`src/rtl/spi_slave_responder.sv`:
```
`default_nettype none
// ============================================================================
// Module   : spi_slave_responder
// Purpose  : SPI mode-0 slave. The SCLK, CS and MOSI pins are oversampled in
//            the local clk domain. Each received word is delivered with a
//            one-cycle valid pulse. Each reply word is taken through a
//            valid/ready load strobe.
// Ports    : clk, rst (sync, active-low)
//            sclk_i, cs_i, mosi_i  - SPI pins from the master
//            miso_o                - SPI data back to the master (registered)
//            tx_data_i/tx_valid_i/tx_ready_o - reply word handshake
//            rx_data_o/rx_valid_o  - last received word and update pulse
//            frame_active_o        - high while a frame is active
//            abort_err_o           - pulse when CS rises mid-word
// Options  : SPI_SLAVE_ECHO_EN - when no reply word is offered, the last
//            received word is sent back instead of IDLE_BYTE.
// Revision : 1.0 - initial release
// ============================================================================
module spi_slave_responder #(
    parameter int                    DATA_WIDTH  = 8,
    parameter logic [DATA_WIDTH-1:0] IDLE_BYTE   = 8'hFF,
    parameter int                    SYNC_STAGES = 2
) (
    input  logic                  clk,
    input  logic                  rst,
    input  logic                  sclk_i,
    input  logic                  cs_i,
    input  logic                  mosi_i,
    output logic                  miso_o,
    input  logic [DATA_WIDTH-1:0] tx_data_i,
    input  logic                  tx_valid_i,
    output logic                  tx_ready_o,
    output logic [DATA_WIDTH-1:0] rx_data_o,
    output logic                  rx_valid_o,
    output logic                  frame_active_o,
    output logic                  abort_err_o
);

    localparam int CNT_W   = (DATA_WIDTH > 1) ? $clog2(DATA_WIDTH) : 1;
    localparam int FLUSH_W = $clog2(SYNC_STAGES + 1);

    localparam logic [CNT_W-1:0]   c_last_bit   = CNT_W'(DATA_WIDTH - 1);
    localparam logic [CNT_W-1:0]   c_cnt_one    = CNT_W'(1);
    localparam logic [FLUSH_W-1:0] c_flush_done = FLUSH_W'(SYNC_STAGES);
    localparam logic [FLUSH_W-1:0] c_flush_one  = FLUSH_W'(1);

    typedef enum logic [1:0] {
        ST_WAIT_IDLE = 2'd0,
        ST_IDLE      = 2'd1,
        ST_ACTIVE    = 2'd2
    } state_t;

    // Synchronizer chains; index 0 is the pin side.
    logic [SYNC_STAGES-1:0] sclk_sync_q;
    logic [SYNC_STAGES-1:0] cs_sync_q;
    logic [SYNC_STAGES-1:0] mosi_sync_q;
    logic                   sclk_prev_q;
    logic                   cs_prev_q;

    state_t                 state_q,    state_d;
    logic [FLUSH_W-1:0]     flush_q,    flush_d;
    logic [CNT_W-1:0]       bit_cnt_q,  bit_cnt_d;
    logic                   boundary_q, boundary_d;
    logic [DATA_WIDTH-1:0]  tx_shift_q, tx_shift_d;
    logic [DATA_WIDTH-1:0]  rx_shift_q, rx_shift_d;
    logic [DATA_WIDTH-1:0]  rx_data_q,  rx_data_d;
    logic                   rx_valid_q, rx_valid_d;
    logic                   abort_q,    abort_d;
    logic                   miso_q,     miso_d;

    logic                   w_sclk;
    logic                   w_cs;
    logic                   w_mosi;
    logic                   w_sclk_rise;
    logic                   w_sclk_fall;
    logic                   w_cs_rise;
    logic                   w_cs_fall;
    logic                   w_load;
    logic [DATA_WIDTH-1:0]  w_fill_word;
    logic [DATA_WIDTH-1:0]  w_load_word;

    assign w_sclk      = sclk_sync_q[SYNC_STAGES-1];
    assign w_cs        = cs_sync_q[SYNC_STAGES-1];
    assign w_mosi      = mosi_sync_q[SYNC_STAGES-1];
    assign w_sclk_rise =  w_sclk & ~sclk_prev_q;
    assign w_sclk_fall = ~w_sclk &  sclk_prev_q;
    assign w_cs_rise   =  w_cs   & ~cs_prev_q;
    assign w_cs_fall   = ~w_cs   &  cs_prev_q;

`ifdef SPI_SLAVE_ECHO_EN
    // Loopback: with no reply offered, return the last completed word.
    assign w_fill_word = rx_data_q;
`else
    assign w_fill_word = IDLE_BYTE;
`endif

    assign w_load_word = tx_valid_i ? tx_data_i : w_fill_word;

    // ------------------------------------------------------------------
    // Next-state logic
    // ------------------------------------------------------------------
    always_comb begin
        state_d    = state_q;
        flush_d    = flush_q;
        bit_cnt_d  = bit_cnt_q;
        boundary_d = boundary_q;
        tx_shift_d = tx_shift_q;
        rx_shift_d = rx_shift_q;
        rx_data_d  = rx_data_q;
        rx_valid_d = 1'b0;
        abort_d    = 1'b0;
        w_load     = 1'b0;

        case (state_q)
            ST_WAIT_IDLE: begin
                // The CS chain is preset to 1 by reset, so it only reflects
                // the pin after SYNC_STAGES cycles. Waiting for that flush
                // keeps a reset taken mid-frame from treating the still-low
                // CS as a fresh falling edge.
                if (flush_q != c_flush_done) begin
                    flush_d = flush_q + c_flush_one;
                end else if (w_cs) begin
                    state_d = ST_IDLE;
                end
            end

            ST_IDLE: begin
                if (w_cs_fall) begin
                    state_d    = ST_ACTIVE;
                    bit_cnt_d  = '0;
                    boundary_d = 1'b0;
                    w_load     = 1'b1;
                end
            end

            ST_ACTIVE: begin
                // CS rise has priority over any SCLK edge in the same cycle.
                if (w_cs_rise) begin
                    state_d    = ST_IDLE;
                    boundary_d = 1'b0;
                    bit_cnt_d  = '0;
                    abort_d    = (bit_cnt_q != '0);
                end else if (w_sclk_rise) begin
                    rx_shift_d = {rx_shift_q[DATA_WIDTH-2:0], w_mosi};
                    if (bit_cnt_q == c_last_bit) begin
                        rx_data_d  = {rx_shift_q[DATA_WIDTH-2:0], w_mosi};
                        rx_valid_d = 1'b1;
                        bit_cnt_d  = '0;
                        boundary_d = 1'b1;
                    end else begin
                        bit_cnt_d  = bit_cnt_q + c_cnt_one;
                    end
                end else if (w_sclk_fall) begin
                    // The falling edge that follows a word's last sample
                    // brings in the next reply word instead of shifting.
                    if (boundary_q) begin
                        w_load     = 1'b1;
                        boundary_d = 1'b0;
                    end else begin
                        tx_shift_d = {tx_shift_q[DATA_WIDTH-2:0], 1'b0};
                    end
                end
            end

            default: begin
                state_d = ST_WAIT_IDLE;
            end
        endcase

        if (w_load) begin
            tx_shift_d = w_load_word;
        end

        // MISO is registered from the next shift value so it changes in the
        // same cycle as the shift register.
        miso_d = (state_d == ST_ACTIVE) ? tx_shift_d[DATA_WIDTH-1] : 1'b0;
    end

    // ------------------------------------------------------------------
    // Registers
    // ------------------------------------------------------------------
    always_ff @(posedge clk) begin
        if (!rst) begin
            sclk_sync_q <= '0;
            cs_sync_q   <= '1;
            mosi_sync_q <= '0;
            sclk_prev_q <= 1'b0;
            cs_prev_q   <= 1'b1;
            state_q     <= ST_WAIT_IDLE;
            flush_q     <= '0;
            bit_cnt_q   <= '0;
            boundary_q  <= 1'b0;
            tx_shift_q  <= '0;
            rx_shift_q  <= '0;
            rx_data_q   <= '0;
            rx_valid_q  <= 1'b0;
            abort_q     <= 1'b0;
            miso_q      <= 1'b0;
        end else begin
            sclk_sync_q <= {sclk_sync_q[SYNC_STAGES-2:0], sclk_i};
            cs_sync_q   <= {cs_sync_q[SYNC_STAGES-2:0],   cs_i};
            mosi_sync_q <= {mosi_sync_q[SYNC_STAGES-2:0], mosi_i};
            sclk_prev_q <= w_sclk;
            cs_prev_q   <= w_cs;
            state_q     <= state_d;
            flush_q     <= flush_d;
            bit_cnt_q   <= bit_cnt_d;
            boundary_q  <= boundary_d;
            tx_shift_q  <= tx_shift_d;
            rx_shift_q  <= rx_shift_d;
            rx_data_q   <= rx_data_d;
            rx_valid_q  <= rx_valid_d;
            abort_q     <= abort_d;
            miso_q      <= miso_d;
        end
    end

    // The load strobe is held low while reset is asserted.
    assign tx_ready_o     = w_load & rst;
    assign miso_o         = miso_q;
    assign rx_data_o      = rx_data_q;
    assign rx_valid_o     = rx_valid_q;
    assign abort_err_o    = abort_q;
    assign frame_active_o = (state_q == ST_ACTIVE);

endmodule
`default_nettype wire

```
`config.mk`:
```
export PLATFORM = sky130hd
export DESIGN_NAME = spi_slave_responder
export DESIGN_NICKNAME = d
export VERILOG_FILES = /design/src/rtl/spi_slave_responder.sv
export SDC_FILE = /design/constraint.sdc
export NUM_CORES = 1
export LEC_CHECK = 0
export ABC_AREA = 1
export CAP_MARGIN = 20
export CORE_MARGIN = 4
export CORE_UTILIZATION = 35
export DETAILED_ROUTE_END_ITERATION = 16
export HOLD_SLACK_MARGIN = 0.02
export SYNTH_ARGS = -nofsm -noshare
export SYNTH_HDL_FRONTEND = slang
export SYNTH_SLANG_ARGS = --single-unit
```
`constraint.sdc`:
```
create_clock -name clk -period 4.6 [get_ports clk]
set_clock_uncertainty 0.15 [all_clocks]
set_input_delay 0.46 -clock clk [delete_from_list [all_inputs] [get_ports clk]]
set_output_delay 0.46 -clock clk [all_outputs]
set_load 0.1 [all_outputs]
```
Fig. 1: run 1, selected gate families
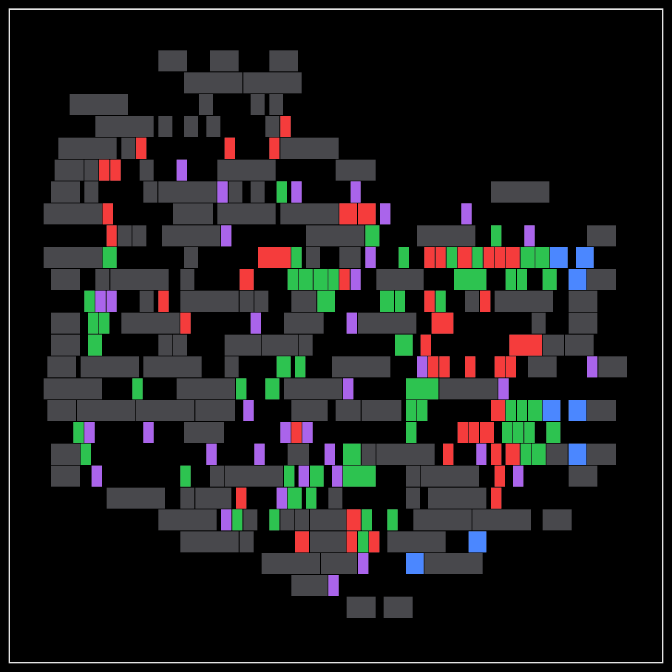
family	color	cells	most used
NAND gates	green	59	nand2_1
inverters	purple	35	inv_1
AND and OR gates	blue	8	or2_2
NOR gates	red	46	nor2_1
fraction of area in multi-input gates: 38.0%
most frequent logic cell in the layout: dfxtp_1

Fig. 2: run 1, sequential cells colored by netlist name
Bar = 20 um. Other sequential cells in the stronger gray, the rest of the logic in the fainter gray.
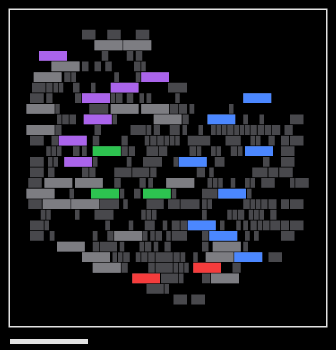
netlist name	color	placed flops
tx_shift_q	blue	8
bit_cnt_q	green	3
state_q	red	2
rx_shift_q	purple	7
not colored	22
Seq/total area: 36.9%
Seq. cell area: 841 um^2
Seq power: 0.389 mW

Fig. 3: run 1, routed clock nets over the placement
Bar = 20 um.
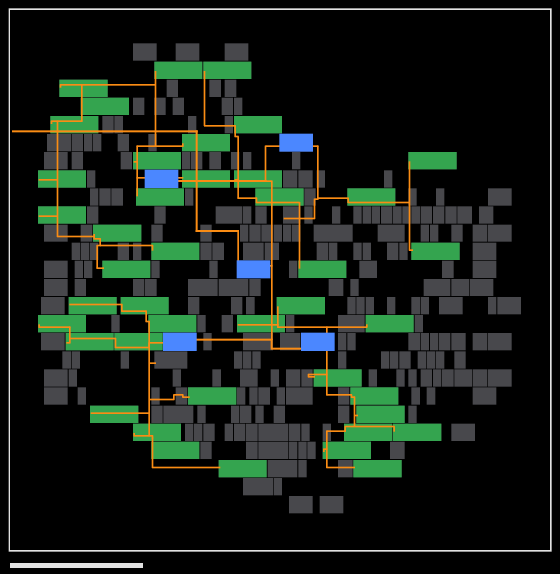
[clock drivers] blue | count: 5
[clock wires] orange | length: 484 um
[flip-flops] green | count: 42
routed clock nets	6
Clk pwr share: 32.1%
P_clk: 0.243 mW

Fig. 4: run 1, cells colored by class
Bar = 20 um.
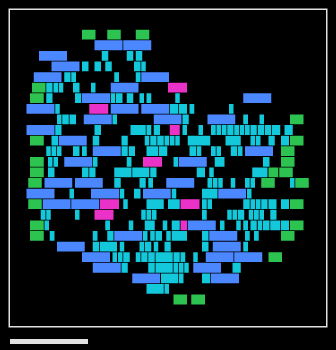
class	color	cells
other buffers and delay cells	green	26
combinational and other logic	cyan	199
clock drivers and dummy loads	magenta	8
flops	blue	42
core box area: 5140 um^2
fin area: 2280 um^2
Layout Utilization: 44.4%
Site Rows: 26

==> results.ini, run 1 <==
[place]
port_buffers=26
place_inst=337
dpl.hpwl_um=2660
gp_congestion=0.802

[global_route]
busiest_layer=met2
grt_pass1_wl_um=6350
grt_use_met3_pct=3.55
grt_start_max_net_pins=28
grt_use_total_pct=12.3
grt_pass1_vias=1375

[layout]
inverters=35
areaGrowthSynthToFinish_pct=21.8
logic_gates=164
seq_cells=42
layout_top_cells=dfxtp_1 (42), nand2_1 (37), inv_1 (33), nor2_1 (33), clkdlybuf4s50_1 (25)
fin_nets=296
layout-drive-gt1-share_pct=10.9
fin_cells=345
clock_area_share_pct=4.17
n_fill_cell=543

[synth]
top_cell_area_share_pct=44.9
syn-num-nets=269
top_cell=dfxtp_1
synthMuxAreaShare_pct=0
ys.flops=42
area_leaders=dfxtp_1 (45%), nand2_1 (7.4%), inv_1 (6.6%)
ys_types=27
top_logic_kind=simple AND/OR/NAND/NOR gates
ys.flop_type=dfxtp_1
yosys_warnings=0

[route]
wl_met2_um=1630
dr_wl_met3_um=215
first_iter_violations=89
wl_per_cell_um=10.9
ant_nets=0

[floorplanning]
die_width_um=81.1
taps=70
die_h_um=81.1
fp_util_pct=36.4
chipArea_um2=6580

[final_timing]
hold_ws_ns=0.268
min_period_over_period_pct=67.1
finalSetupTns_ns=0
setup_violations=0
slew_viol_final=0
fmaxAchievable_ghz=0.324
fin_crit_ns=3.09
fin_ws_ns=1.51

[setup_path]
worst-endpoint-required_ns=3.99
rr_worst_depth=7
worstSetupEndpointType=output port
path_buffers=3
worstSetupEndpoint=tx_ready_o
slowest_delay_ns=1.00

[clock_network]
numClockSinks=42
path_clk_slew_ns=0.08
clk_latency_ns=0.29

[power]
combPwrFrac_pct=16.4
peakVddDrop_uv=206
p_seq_share_pct=51.5
netSwitchingFraction_pct=27.4
p_switching_mw=0.207
power_leader=sequential cells
power.internal_mw=0.549
power_density_nw_per_um2=331

[outcome]
status=finished clean

[run]
cap_violations=0

[worst_hold_path]
min_path_type=reg2reg

Fig. 5: run 1, routing congestion map
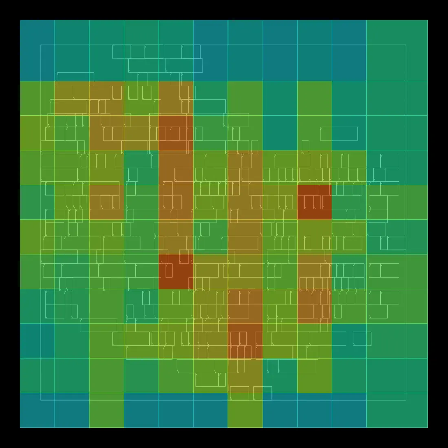

==> run 1 -> run 2 <==
- clock period: 4.6 -> 2.84 ns (I/O delays scaled with it)
Fig. 6: run 2, routing congestion map
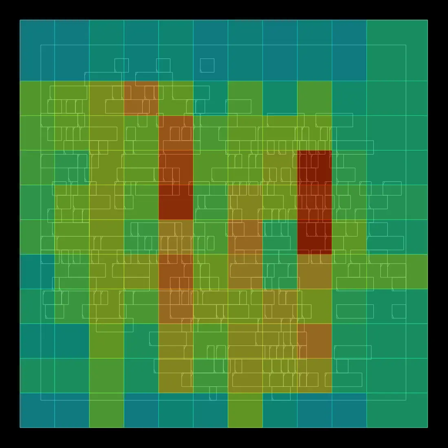
busiest metal layer after global routing: met2
met2 Use GR: 20.0%
Layout Utilization: 44.5%
drt wl/cell: 10.8 um

Fig. 7: run 2, sequential cells colored by netlist name
Bar = 20 um. Other sequential cells in the stronger gray, the rest of the logic in the fainter gray.
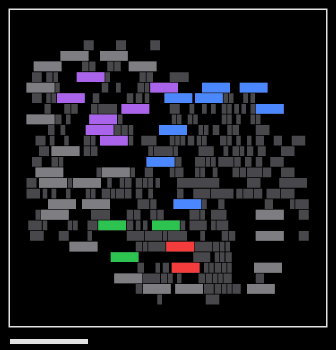
netlist name	color	placed flops
state_q	red	2
rx_shift_q	purple	7
bit_cnt_q	green	3
tx_shift_q	blue	8
not colored	22
Seq power: 0.630 mW
Seq/total area: 36.7%

Fig. 8: run 2, routed clock nets over the placement
Bar = 20 um.
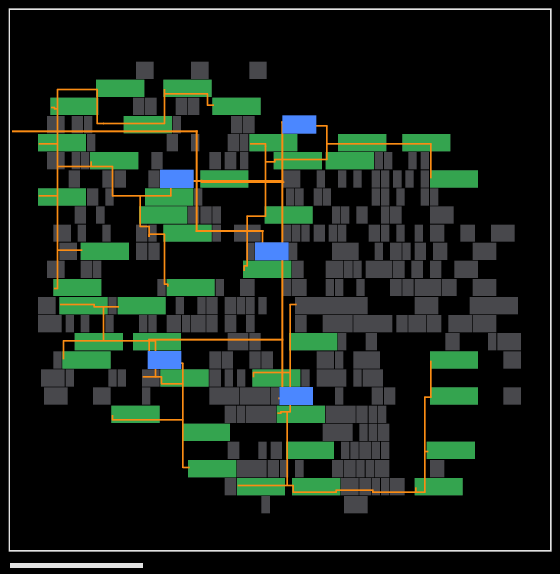
[flip-flops] green | count: 42
[clock drivers] blue | count: 5
[clock wires] orange | length: 499 um
routed clock nets	6
worst-skew pair later-pin latency: 0.29 ns
Clk pwr share: 36.0%
P_clk: 0.468 mW

==> run 2 against run 1 <==
Compared with the run above:
- global-route usage is 0.71 points higher
- flip-flop count stayed put
- clock power up 93%
- hold slack worse by 0.00083 ns
- combinational power increased by 63%
- register-to-register slack got worse by 1.7 ns
- via count decreased by 2.5%
- critical path type is now reg2out
- synthesized cell count did not move
- largest cell class unchanged
- final cell count rose by 0.29%
- design area is 0.38% higher
==> results.ini, run 2 <==
[power]
power_density_nw_per_um2=568
p_switching_mw=0.343
peakVddDrop_uv=286
power_leader=sequential cells
netSwitchingFraction_pct=26.4

[layout]
final_common_cell=dfxtp_1
logic_gates=164
seq_cells=42
layout_top_cells=dfxtp_1 (42), nand2_1 (37), inv_1 (33), nor2_1 (33), a21oi_1 (19)
layout-drive-gt1-share_pct=15.6
fin_cells=346

[route]
dr_wl_met3_um=205
ant_nets=0
wl_met2_um=1580

[setup_path]
slowest_delay_ns=0.33
worstSetupEndpoint=tx_ready_o
rr_worst_depth=7
worstSetupEndpointType=output port

[final_timing]
slew_viol_final=0
setup_violations=0
fin_ws_ns=0.529

[synth]
top_logic_kind=simple AND/OR/NAND/NOR gates
ys.flop_type=dfxtp_1
synthMuxAreaShare_pct=0
yosys_warnings=0
ys.flops=42
ys_types=27
top_cell=dfxtp_1

[global_route]
grt_start_max_net_pins=27
grt_pass1_wl_um=6660

[outcome]
status=finished clean

[floorplanning]
fp.coreArea_um2=5140
chipArea_um2=6580

[place]
place_inst=338

[worst_hold_path]
min_path_type=reg2reg

Fig. 9: run 2, selected gate families
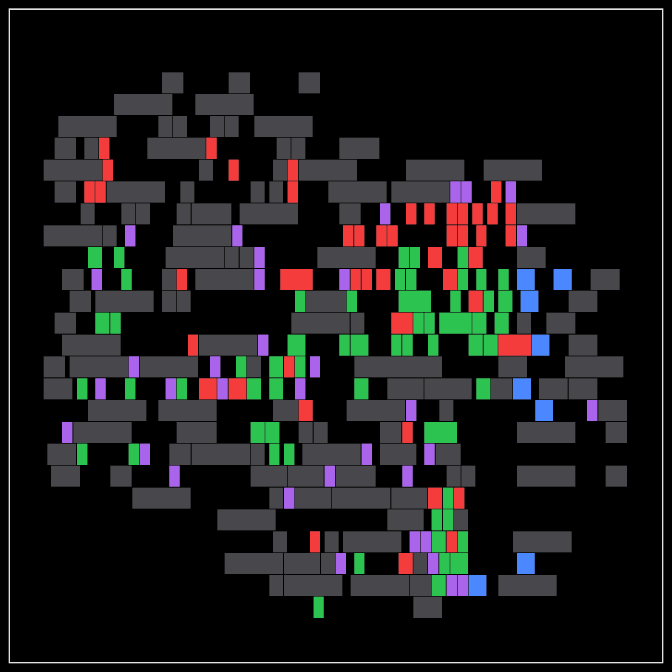

==> run 2 -> run 3 <==
- clock period: 2.84 -> 2.3 ns (I/O delays scaled with it)
Fig. 10: run 3, selected gate families
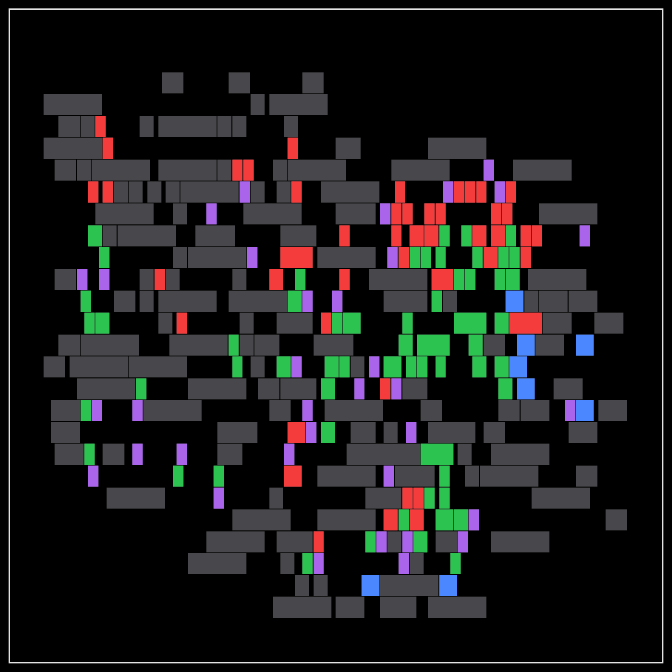
family	color	cells	most used
inverters	purple	35	inv_1
NOR gates	red	46	nor2_1
AND and OR gates	blue	8	or2_2
NAND gates	green	59	nand2_1
fraction of area in multi-input gates: 38.1%
fin cells: 350

Fig. 11: run 3, routed clock nets over the placement
Bar = 20 um.
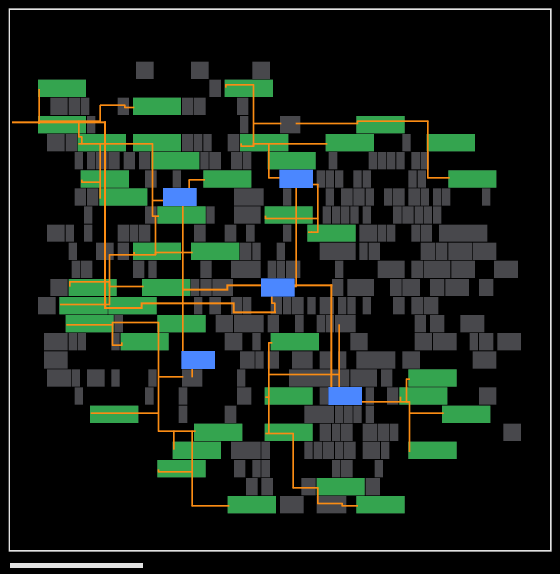
[flip-flops] green | count: 42
[clock drivers] blue | count: 5
[clock wires] orange | length: 543 um
routed clock nets	6
P_clk: 0.509 mW
Clk pwr share: 32.7%
worst-skew pair later-pin latency: 0.30 ns

Fig. 12: run 3, sequential cells colored by netlist name
Bar = 20 um. Other sequential cells in the stronger gray, the rest of the logic in the fainter gray.
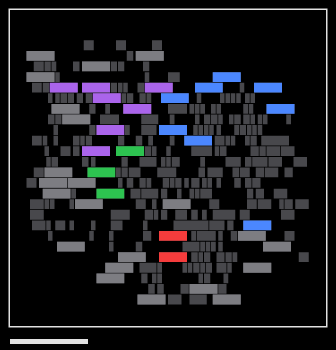
netlist name	color	placed flops
bit_cnt_q	green	3
rx_shift_q	purple	7
tx_shift_q	blue	8
state_q	red	2
Layout Utilization: 45.0%
Seq/total area: 36.3%
Seq power: 0.779 mW

==> run 3 against run 2 <==
Compared with the run above:
- synthesized cell count unchanged
- combinational power rose by 32%
- area after synthesis did not move
- non-clock buffer count grew 4
- first-iteration DRC count up 48%
- flip-flop count is the same
- clock-buffer cell count unchanged
- total power increased by 20%
- register-to-register slack lost 0.55 ns
- largest power group unchanged
==> results.ini, run 3 <==
[setup_path]
worst-endpoint-required_ns=1.92
slowest_delay_ns=0.35
worstSetupEndpoint=tx_ready_o
rr_worst_depth=7
path_buffers=2
worstSetupEndpointType=output port

[synth]
yosys_warnings=0
ys_types=27
area_leaders=dfxtp_1 (45%), nand2_1 (7.4%), inv_1 (6.6%)
syn-num-nets=269
top_logic_kind=simple AND/OR/NAND/NOR gates
ys_cells=247
synthMuxAreaShare_pct=0
top_cell_area_share_pct=44.9
top_cell=dfxtp_1
ys.flop_type=dfxtp_1

[layout]
clock_area_share_pct=4.11
logic_gates=164
flop_area_um2=841
layout-drive-gt1-share_pct=17.9
seq_cells=42
layout_top_cells=dfxtp_1 (42), nand2_1 (37), nor2_1 (33)
fin_nets=301
final_common_cell=dfxtp_1

[outcome]
status=finished clean

[place]
place_inst=340
dpl.hpwl_um=2910

[floorplanning]
die_h_um=81.1
fp-row-count=26
fp.coreArea_um2=5140
die_width_um=81.1
taps=70
chipArea_um2=6580

[final_timing]
finalSetupTns_ns=0
min_period_over_period_pct=92.8
setup_violations=0
fin_crit_ns=2.13
hold_ws_ns=0.267
fmaxAchievable_ghz=0.469

[clock_network]
path_clk_slew_ns=0.09
numClockSinks=42

[route]
dr_wl_met3_um=250
wl_per_cell_um=11.8
wl_met2_um=1850
first_iter_violations=108

[global_route]
grt_pass1_vias=1494
grt_start_max_net_pins=27
grt_use_total_pct=13.7
met2_usage_pct=21.6
grt_pass1_wl_um=6890
busiest_layer=met2

[power]
power_density_nw_per_um2=672
combPwrFrac_pct=17.1
peakVddDrop_uv=258
p_seq_share_pct=50.1
power_leader=sequential cells
netSwitchingFraction_pct=29.7

[run]
cap_violations=0

Power and IR drop assume default switching activity.
